**Run 1: track usage over the die**

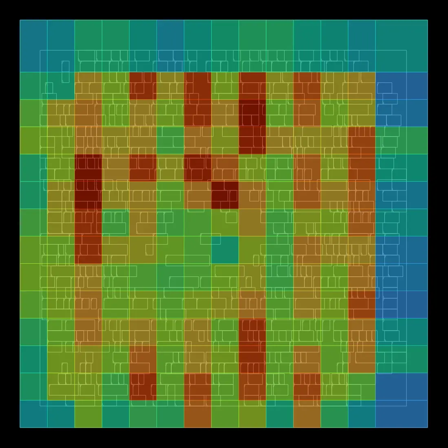
**Run 1: gate-type map**

The bar under the picture is 20 µm long.
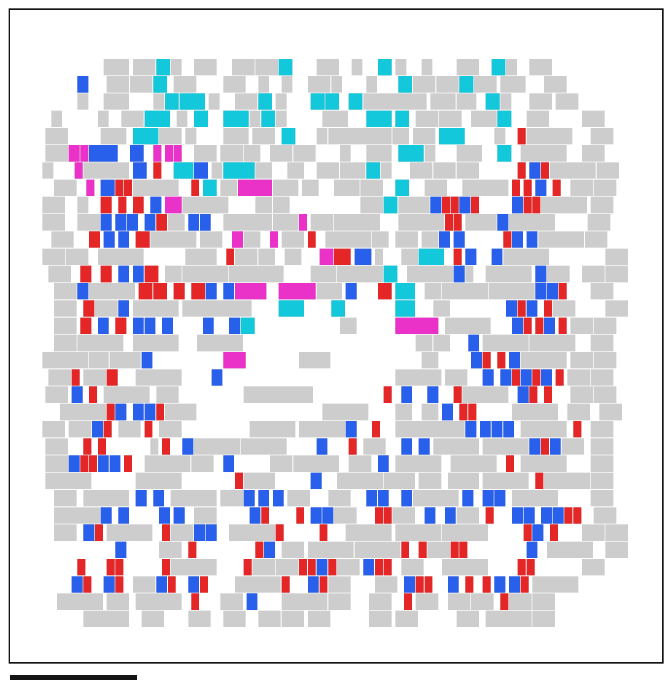
**Run 1: the metal 3 layer**

The bar under the picture is 20 µm long. Cells faint in the background.
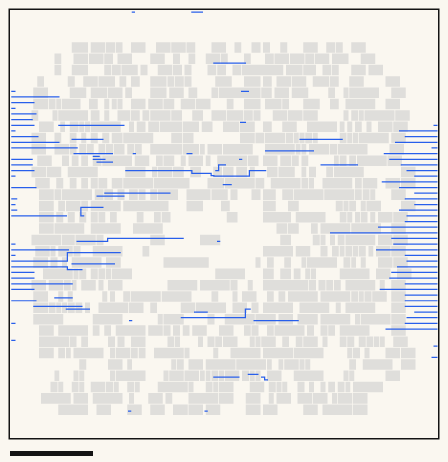
**Run 1: a small window of the routed layout**

The bar under the picture is 10 µm long. Region (57, 6) to (97, 46) µm. Cells in gray, sequential cells in the stronger gray; small squares are vias.
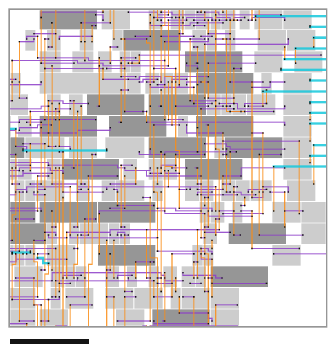
### src/rtl/jedro_1_operand_fetch_pkg.sv
// Shared widths, the x0 index and the operand-fetch state encoding.
package jedro_1_operand_fetch_pkg;

  localparam int JEDRO_REG_ADDR_W = 5;
  localparam int JEDRO_DATA_W     = 32;
  localparam int JEDRO_NUM_REGS   = 1 << JEDRO_REG_ADDR_W;

  localparam logic [JEDRO_REG_ADDR_W-1:0] JEDRO_X0 = '0;

  typedef enum logic [2:0] {
    ST_IDLE,
    ST_RS1,
    ST_CAP1,
    ST_CAP2,
    ST_OUT
  } of_state_e;

endpackage

### src/rtl/jedro_1_operand_fetch.sv
// Sequences rs1/rs2 reads over the shared regfile port and presents them to execute; operands are valid
// 3 cycles after acceptance (4 with rs2). Writebacks take the port in IDLE/OUT, otherwise the source must hold.
module jedro_1_operand_fetch
  import jedro_1_operand_fetch_pkg::*;
#(
  parameter int DATA_WIDTH = JEDRO_DATA_W,
  parameter int ADDR_WIDTH = JEDRO_REG_ADDR_W
) (
  input  logic                  clk_i,
  input  logic                  rstn_i,
  input  logic                  req_valid_i,
  output logic                  req_ready_o,
  input  logic [ADDR_WIDTH-1:0] rs1_addr_i,
  input  logic [ADDR_WIDTH-1:0] rs2_addr_i,
  input  logic                  use_rs2_i,
  output logic                  opr_valid_o,
  input  logic                  opr_ready_i,
  output logic [DATA_WIDTH-1:0] rs1_data_o,
  output logic [DATA_WIDTH-1:0] rs2_data_o,
  input  logic                  wb_valid_i,
  output logic                  wb_ready_o,
  input  logic [ADDR_WIDTH-1:0] wb_addr_i,
  input  logic [DATA_WIDTH-1:0] wb_data_i,
  output logic [ADDR_WIDTH-1:0] rf_addr_o,
  output logic [DATA_WIDTH-1:0] rf_data_o,
  output logic                  rf_we_o,
  input  logic [DATA_WIDTH-1:0] rf_data_i
);

  of_state_e             state;
  logic [ADDR_WIDTH-1:0] rs1_q;
  logic [ADDR_WIDTH-1:0] rs2_q;
  logic                  use_rs2_q;
  logic [DATA_WIDTH-1:0] rs1_val_q;
  logic [DATA_WIDTH-1:0] rs2_val_q;
  logic                  opr_valid_q;

  logic port_free;
  logic wb_fire;
  logic req_fire;

  // rstn_i is active-high; while it is asserted every handshake output stays low.
  assign port_free   = !rstn_i && ((state == ST_IDLE) || (state == ST_OUT));
  assign wb_ready_o  = port_free;
  assign req_ready_o = !rstn_i && (state == ST_IDLE) && !wb_valid_i;
  assign wb_fire     = wb_valid_i && port_free;
  assign req_fire    = req_valid_i && req_ready_o;

  assign opr_valid_o = opr_valid_q;
  assign rs1_data_o  = rs1_val_q;
  assign rs2_data_o  = rs2_val_q;

  always_comb begin
    rf_addr_o = '0;
    rf_data_o = '0;
    rf_we_o   = 1'b0;
    if (wb_fire) begin
      rf_addr_o = wb_addr_i;
      rf_data_o = wb_data_i;
      rf_we_o   = (wb_addr_i != ADDR_WIDTH'(JEDRO_X0));
    end else if (!rstn_i && (state == ST_RS1)) begin
      rf_addr_o = rs1_q;
    end else if (!rstn_i && (state == ST_CAP1) && use_rs2_q) begin
      rf_addr_o = rs2_q;
    end
  end

  always_ff @(posedge clk_i) begin
    if (rstn_i) begin
      state       <= ST_IDLE;
      rs1_q       <= '0;
      rs2_q       <= '0;
      use_rs2_q   <= 1'b0;
      rs1_val_q   <= '0;
      rs2_val_q   <= '0;
      opr_valid_q <= 1'b0;
    end else begin
      case (state)
        ST_IDLE: begin
          if (req_fire) begin
            rs1_q     <= rs1_addr_i;
            rs2_q     <= rs2_addr_i;
            use_rs2_q <= use_rs2_i;
            state     <= ST_RS1;
          end
        end
        ST_RS1: state <= ST_CAP1;
        ST_CAP1: begin
          rs1_val_q <= rf_data_i;
          if (use_rs2_q) begin
            state <= ST_CAP2;
          end else begin
            rs2_val_q   <= '0;
            opr_valid_q <= 1'b1;
            state       <= ST_OUT;
          end
        end
        ST_CAP2: begin
          rs2_val_q   <= rf_data_i;
          opr_valid_q <= 1'b1;
          state       <= ST_OUT;
        end
        ST_OUT: begin
          if (opr_ready_i) begin
            opr_valid_q <= 1'b0;
            state       <= ST_IDLE;
          end
        end
        default: state <= ST_IDLE;
      endcase
    end
  end

endmodule

### config.mk
export PLATFORM = sky130hd
export DESIGN_NAME = jedro_1_operand_fetch
export DESIGN_NICKNAME = d
export VERILOG_FILES = /design/src/rtl/jedro_1_operand_fetch_pkg.sv /design/src/rtl/jedro_1_operand_fetch.sv
export SDC_FILE = /design/constraint.sdc
export NUM_CORES = 1
export LEC_CHECK = 0
export CAP_MARGIN = 20
export CORE_MARGIN = 5
export CORE_UTILIZATION = 38
export DETAILED_ROUTE_END_ITERATION = 7
export GPL_ROUTABILITY_DRIVEN = 0
export PLACE_DENSITY_LB_ADDON = 0.3
export SYNTH_ARGS = -nofsm -noshare
export SYNTH_HDL_FRONTEND = slang
export SYNTH_SLANG_ARGS = --single-unit
### constraint.sdc
create_clock -name clk_i -period 2.05 [get_ports clk_i]
set_clock_uncertainty 0.2 [all_clocks]
set_input_delay 0.205 -clock clk_i [delete_from_list [all_inputs] [get_ports clk_i]]
set_output_delay 0.205 -clock clk_i [all_outputs]
set_load 0.01 [all_outputs]
==> changes_impl.md, run 1 <==
## Flow update

- Min cycle time layout: 2.057 ns
- DR top layer: met4
- Root Driver: clkbuf_8
- Cell chain of the critical path: buf_6, nor3_4, buf_6, buf_6, buf_12, and3_4, buf_6
- DR vias: 3738
- Die width: 102.8 µm
- RSZ-0062 raised after global routing: yes
- Syn avg cell area: 7.689 µm²
- Failing checks: setup timing
- Outcome: complete, but fails checks
- Yosys Chip Area: 3276 µm²
- Final setup margin: -0.006881 ns
- Mux frac, synth: 0.003056
- Final setup vio count: 5
- Crit. Startpoint: state[0]
- Detail Placement HPWL: 8.204 mm
- Worst Hold Class: in2reg
- Antenna viol nets, final: 0
- Comb power: 0.535 mW
- Critical path peak fanout: 5
- Cell count after synthesis: 426
- Sum Neg Setup Slack: -0.01616 ns
- First-pass GRT wire length: 17.95 mm
- Cell with the largest stage delay on the worst path: dfxtp_4
- Routed met3 length: 797 µm
- Reg power frac: 0.452
- Nets at Floorplan: 511
- CTS tree: built
## Picture notes: 'track usage over the die'
grt met3 use: 0.05616
GRT met1 Usage: 0.2590
Global Route Usage Sum: 0.2139
wire per inst: 16.06 µm
met2 Resource Use GR: 0.3754

## Picture notes: 'gate-type map'
- cyan: AND and OR gates (cells 39; where top middle)
- magenta: NOR gates (cells 17)
- blue: inverting AOI/OAI gates (cells 127)
- red: NAND gates (cells 121)

## Picture notes: 'the metal 3 layer'
- nets with wire on the layer: 96
- main direction: horizontal

## Picture notes: 'a small window of the routed layout'
- orange: met2
- cyan: met3
- purple: met1
- sequential cells in the window: 20
- cells with their middle in the window: 131
- netlist names of flops here include: `rs2_data_o` (11), `rs1_data_o` (9)
- most frequent: nand2_1 (36), clkdlybuf4s50_1 (35), a21oi_1 (23)

[run 1: layout make-up]
| class | instances | area, µm² |
|---|---|---|
| clock buffers | 11 | 131.4 |
| inverters | 1 | 3.754 |
| clock inverters | 5 | 106.4 |
| fillers | 701 | 2693 |
| repair buffers | 220 | 2068 |
| multi-input cells | 305 | 1579 |
| flip-flops and latches | 79 | 1587 |
| well taps | 105 | 131.4 |
[run 1: metal layers]
layer	up-vias	GRT usage
li1	1837	-
met2	136	0.3754
met3	16	0.05616
met4	0	0.05876
met5	-	0
met1	1749	0.2590
[run 1: registers in the layout, summed over array words and instances, names as in the netlist]
| name | count |
|---|---|
| rs2_data_o | 32 |
| rs2_q | 5 |
| rs1_q | 5 |
| rs1_data_o | 32 |
| state | 3 |
| opr_valid_o | 1 |
| use_rs2_q | 1 |
[run 1: worst register-to-register path, cell delays in order, from the launching register on]
cell and delay (ns):
dfxtp_2 0.34, buf_6 0.12, buf_4 0.18, or3b_1 0.57
o21ai_0 0.25, a21oi_1 0.09
[run 1: per-stage QoR]
stage | cells | setup WS [ns] | power, mW | hold WS [ns]
floorplan | 426 | 0.3210 | 1.780 | 0.1410
global placement | 702 | -0.2962 | 2.097 | 0.2410
detailed placement | 702 | -0.3088 | 2.105 | 0.2447
CTS | 727 | -0.1233 | 3.505 | 0.01976
global route | 726 | -0.1147 | 3.621 | 0.02089
finish | 726 | -0.006881 | 3.477 | 0.03753
[run 1: how the worst min path moves through the flow]
stage,start,end,cells past startpoint
floorplan,rf_data_i[0],rs1_data_o[0],2
global placement,opr_valid_o,opr_valid_o,2
detailed placement,opr_valid_o,opr_valid_o,2
CTS,rstn_i,use_rs2_q,3
global route,rstn_i,use_rs2_q,3
finish,rstn_i,state[1],3
==> run 1 -> run 2 <==
--- a/config.mk
+++ b/config.mk
@@ -10,7 +10,7 @@
 export CORE_UTILIZATION = 38
 export DETAILED_ROUTE_END_ITERATION = 7
 export GPL_ROUTABILITY_DRIVEN = 0
-export PLACE_DENSITY_LB_ADDON = 0.3
+export PLACE_DENSITY_LB_ADDON = 0.08
 export SYNTH_ARGS = -nofsm -noshare
 export SYNTH_HDL_FRONTEND = slang
 export SYNTH_SLANG_ARGS = --single-unit
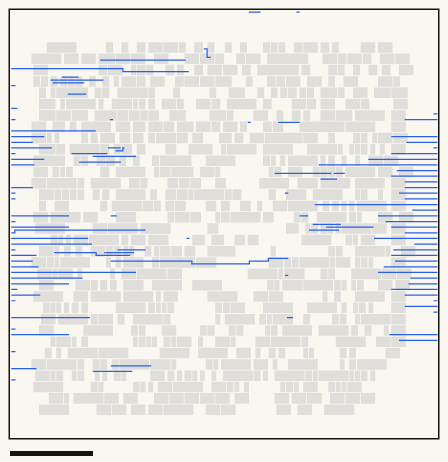
**Above:** run 2 (the metal 3 layer).
The bar under the picture is 20 µm long. Cells faint in the background.
- main direction: horizontal
- nets with wire on the layer: 95
- longest straight run: 31.3 µm
grt met3 use: 0.05142
Routed WL: 11.53 mm

==> run 2 against run 1 <==
Effect of this change:
- largest cell class unchanged
- synthesized cell count is the same
- sequential power is essentially flat
- wire length shrank 1.2%
- the run still ends with setup timing left
==> changes_impl.md, run 2 <==
## Flow update

- IO Port Bufs: 189
- Antenna viol nets, final: 0 (unchanged)
- Busiest grt layer: met2
- Placed Cells: 705 (+0.43%)
- Outcome: complete, but fails checks
- Global Route Usage Sum: 0.2069 (-0.006986)
- Worst Hold Class: in2reg
- RSZ-0062 raised after global routing: yes
- Wire per inst: 15.81 µm (-1.6%)
- WS Path Type: reg2out
- Non-filler cells, final: 729 (+0.41%)
- Worst Hold Depth: 3 (unchanged)
- # fillers: 725 (+3.4%)
- Detail Placement HPWL: 8.104 mm (-1.2%)
- GRT met1 Usage: 0.2763 (+0.01736)
- Root Driver: clkbuf_8
- Crit. Startpoint: state[0]
- Setup Slack @ Placement: -0.3259 ns (-0.01716 ns)
- Reg power frac: 0.474 (+0.022)
- Yosys warns: 0
- Final setup margin: -0.06124 ns (-0.05436 ns)
- Failing checks: setup timing
- Sum Neg Setup Slack: -0.1993 ns (-0.1832 ns)
- Syn avg cell area: 7.689 µm² (unchanged)
- Met2 Resource Use GR: 0.3317 (-0.04369)
- Cell count after synthesis: 426 (unchanged)
- Synth flops: 79
- DR top layer: met4
- Final setup vio count: 12 (+7)
- Nets at Floorplan: 511 (unchanged)
- Yosys Chip Area: 3276 µm² (unchanged)
run 2: worst min path at each step:
stage                      to         start  slack (ns)
5_1_grt        rs2_data_o[26]        rstn_i        0.18
3_5_place_dp      opr_valid_o   opr_valid_o        0.24
4_1_cts        rs2_data_o[28]        rstn_i        0.17
6_report             rs2_q[2]        rstn_i        0.18
3_3_place_gp      opr_valid_o   opr_valid_o        0.24
2_1_floorplan   rs1_data_o[0]  rf_data_i[0]        0.14
run 2: critical path, stage by stage (launching register included):
cell and delay [ns]:
dfxtp_2 0.34, or4b_4 0.54, buf_8 0.17, a31oi_1 0.15, buf_2 0.16
run 2: layout make-up:
| class | count | area [µm²] | share of cell area |
|---|---|---|---|
| timing repair buffer | 223 | 2096 | 0.3732 |
| multi-input combinational | 305 | 1589 | 0.2830 |
| sequential | 79 | 1587 | 0.2825 |
| clock buffer | 12 | 155.1 | 0.02763 |
| tap | 105 | 131.4 | 0.02340 |
| clock inverter | 4 | 53.80 | 0.009581 |
| inverter | 1 | 3.754 | 0.0006684 |
run 2: what timing repair did:
| action | in CTS | in global routing |
|---|---|---|
| buffers inserted | 4 | 1 |
| gates cloned | 2 | 1 |
| pin swaps | 3 | 1 |
| setup endpoints to repair | 40 | 23 |
| gates resized | 164 | 23 |
run 2: logic make-up (layout without fill, tap and decap cells):
group | after synthesis | count (layout) | share of synthesized area
AND/OR/NAND/NOR | 177 | 177 | 0.2582
multiplexers | 1 | 1 | 0.003056
flip-flops | 79 | 79 | 0.4828
buffers and inverters | 42 | 240 | 0.05920
AND-OR/OR-AND | 127 | 127 | 0.1967
run 2: metrics by stage:
stage          power (mW)  hold WS, ns
2_1_floorplan       1.780       0.1410
3_3_place_gp        2.105       0.2378
3_5_place_dp        2.110       0.2415
4_1_cts             3.302       0.1667
5_1_grt             3.462       0.1752
6_report            3.311       0.1776
==> run 2 -> run 3 <==
--- a/config.mk
+++ b/config.mk
@@ -5,12 +5,12 @@
 export SDC_FILE = /design/constraint.sdc
 export NUM_CORES = 1
 export LEC_CHECK = 0
-export CAP_MARGIN = 20
 export CORE_MARGIN = 5
 export CORE_UTILIZATION = 38
 export DETAILED_ROUTE_END_ITERATION = 7
 export GPL_ROUTABILITY_DRIVEN = 0
 export PLACE_DENSITY_LB_ADDON = 0.08
+export SETUP_SLACK_MARGIN = 0.02
 export SYNTH_ARGS = -nofsm -noshare
 export SYNTH_HDL_FRONTEND = slang
 export SYNTH_SLANG_ARGS = --single-unit
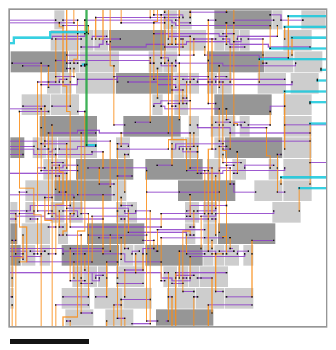
**Above:** run 3 (a small window of the routed layout).
The bar under the picture is 10 µm long. Region (57, 6) to (97, 46) µm. Cells in gray, sequential cells in the stronger gray; small squares are vias.
- cyan: met3
- orange: met2
- purple: met1
- green: met4
- netlist names of flops here include: `rs1_data_o` (9), `rs2_data_o` (9)
- sequential cells in the window: 18
- most frequent: nand2_1 (30), clkdlybuf4s50_1 (29), a21oi_1 (20)
- cells with their middle in the window: 111

==> run 3 against run 2 <==
Effect of this change:
- the run still ends with setup timing left
- power is the same
- sequential share of layout area is the same
- combinational power is essentially flat
- die size is the same
==> changes_impl.md, run 3 <==
## Flow update

- Clock tree sinks: 79
- Nets at Floorplan: 511 (unchanged)
- Yosys Chip Area: 3276 µm² (unchanged)
- Busiest grt layer: met2
- Adder Share, Synth: 0 (unchanged)
- Seq/Total Area, Yosys: 0.4828
- Power Total: 3.311 mW (unchanged)
- AO/OA Area Share: 0.1967 (unchanged)
- Cell count after synthesis: 426 (unchanged)
- Yosys warns: 0 (unchanged)
- WS Path Type: reg2out
- Cell with the largest stage delay on the worst path: or4b_4
- Non-filler cells, final: 729 (unchanged)
- Outcome: complete, but fails checks
- Detail Placement HPWL: 8.104 mm (unchanged)
- Most common cell in the synthesized netlist: nand2_1
- # fillers: 725 (unchanged)
- Hold WS: 0.1776 ns (unchanged)
- Sum Neg Setup Slack: -0.1993 ns (unchanged)
- Peak Freq: 473.7 MHz
- Worst Hold Class: in2reg
- Met2 Resource Use GR: 0.3317 (unchanged)
- Routed WL: 11.53 mm (unchanged)
- Req. time, crit path: 1.64 ns
- Global Route Usage Sum: 0.2069 (unchanged)
- Logic family by area: simple AND/OR/NAND/NOR gates
- Mux frac, synth: 0.003056 (unchanged)
- Initial drt markers: 142
- Failing checks: setup timing
- Grt met3 use: 0.05142 (unchanged)
- Root Driver: clkbuf_8
- RSZ-0062 raised after global routing: yes
- Synth flops: 79 (unchanged)
- Final setup vio count: 12 (unchanged)
- Cell chain of the critical path: or4b_4, buf_8, a31oi_1, buf_2
- Core area: 8299 µm²
- IO Port Bufs: 189 (unchanged)
- Slowest cell delay on critical path: 0.54 ns (about the same)
- Wire per inst: 15.81 µm (unchanged)
- Syn avg cell area: 7.689 µm² (unchanged)
- Basic Gates by Area: 0.2582 (unchanged)
- Final setup margin: -0.06124 ns (unchanged)
- XORs/XNORs by Area: 0 (unchanged)
- Largest net degree at the start of global routing: 56
## run 3: final timing paths
kind | slack [ns] | end | startpoint | depth (start not counted)
worst max-delay path | -0.06 | rf_addr_o[4] | state[0] | 4
worst min-delay path | 0.18 | rs2_q[2] | rstn_i | 3
worst max register to register | 0.31 | use_rs2_q | state[1] | 4
worst min register to register | 0.26 | opr_valid_o | opr_valid_o | 2
## run 3: power by group
group	switching [mW]	internal, mW	total [mW]
registers	0.0134	1.56	1.57
logic	0.229	0.315	0.544
clock network	0.564	0.632	1.20
## run 3: what timing repair did
item / in CTS / in global routing
cloned: 2 / 1
hold endpoints to repair: 0 / 0
pin swaps: 3 / 1
setup buffers: 4 / 1
resized: 164 / 23
setup endpoints to repair: 40 / 23
## run 3: area by class of cell
cell class                 count  area [µm²]  area share
timing repair buffer         223        2096      0.3732
multi-input combinational    305        1589      0.2830
sequential                    79        1587      0.2825
clock buffer                  12       155.1     0.02763
tap                          105       131.4     0.02340
clock inverter                 4       53.80    0.009581
inverter                       1       3.754   0.0006684
## run 3: metal layers
metal,wire [µm],vias up,part of all wire
met5,0,-,0
met3,919,14,0.080
met2,5657,135,0.49
li1,-,1838,-
met1,4768,1738,0.41
met4,182,0,0.016
## run 3: kinds of logic (layout without fill, tap and decap cells)
kind of cell | after synthesis | after routing
muxes | 1 | 1
buffers and inverters | 42 | 240
and+or+nand+nor | 177 | 177
AOI/OAI and AO/OA | 127 | 127
DFF | 79 | 79
## run 3: worst max-delay path: cells and delay by family (launching register included)
family                 cells  cell delay, ns
AND-OR/OR-AND              1            0.15
buffers and inverters      2            0.33
AND/OR/NAND/NOR            1            0.54
flip-flops                 1            0.34

==> notes/layouts.md <==
Pictures saved along the way, in no particular order.

Signal wires on met1.
The bar under the picture is 20 µm long. Supply wires on this layer in gray.
(a)
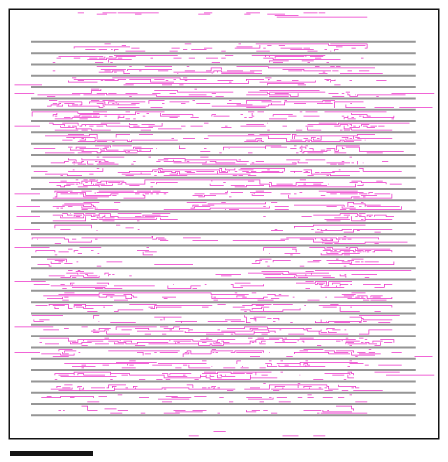
(b)
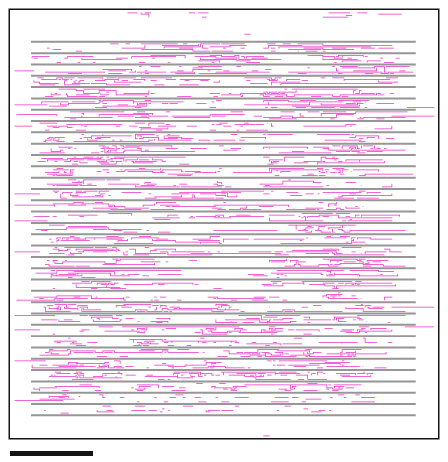
- run 3 = (b)
- run 1 = (a)

Key to (a):
- main direction: horizontal
- longest straight run: 29.4 µm
- share of all routed wire: 40%

No activity file was given, so power comes from the tool's default toggle rates.
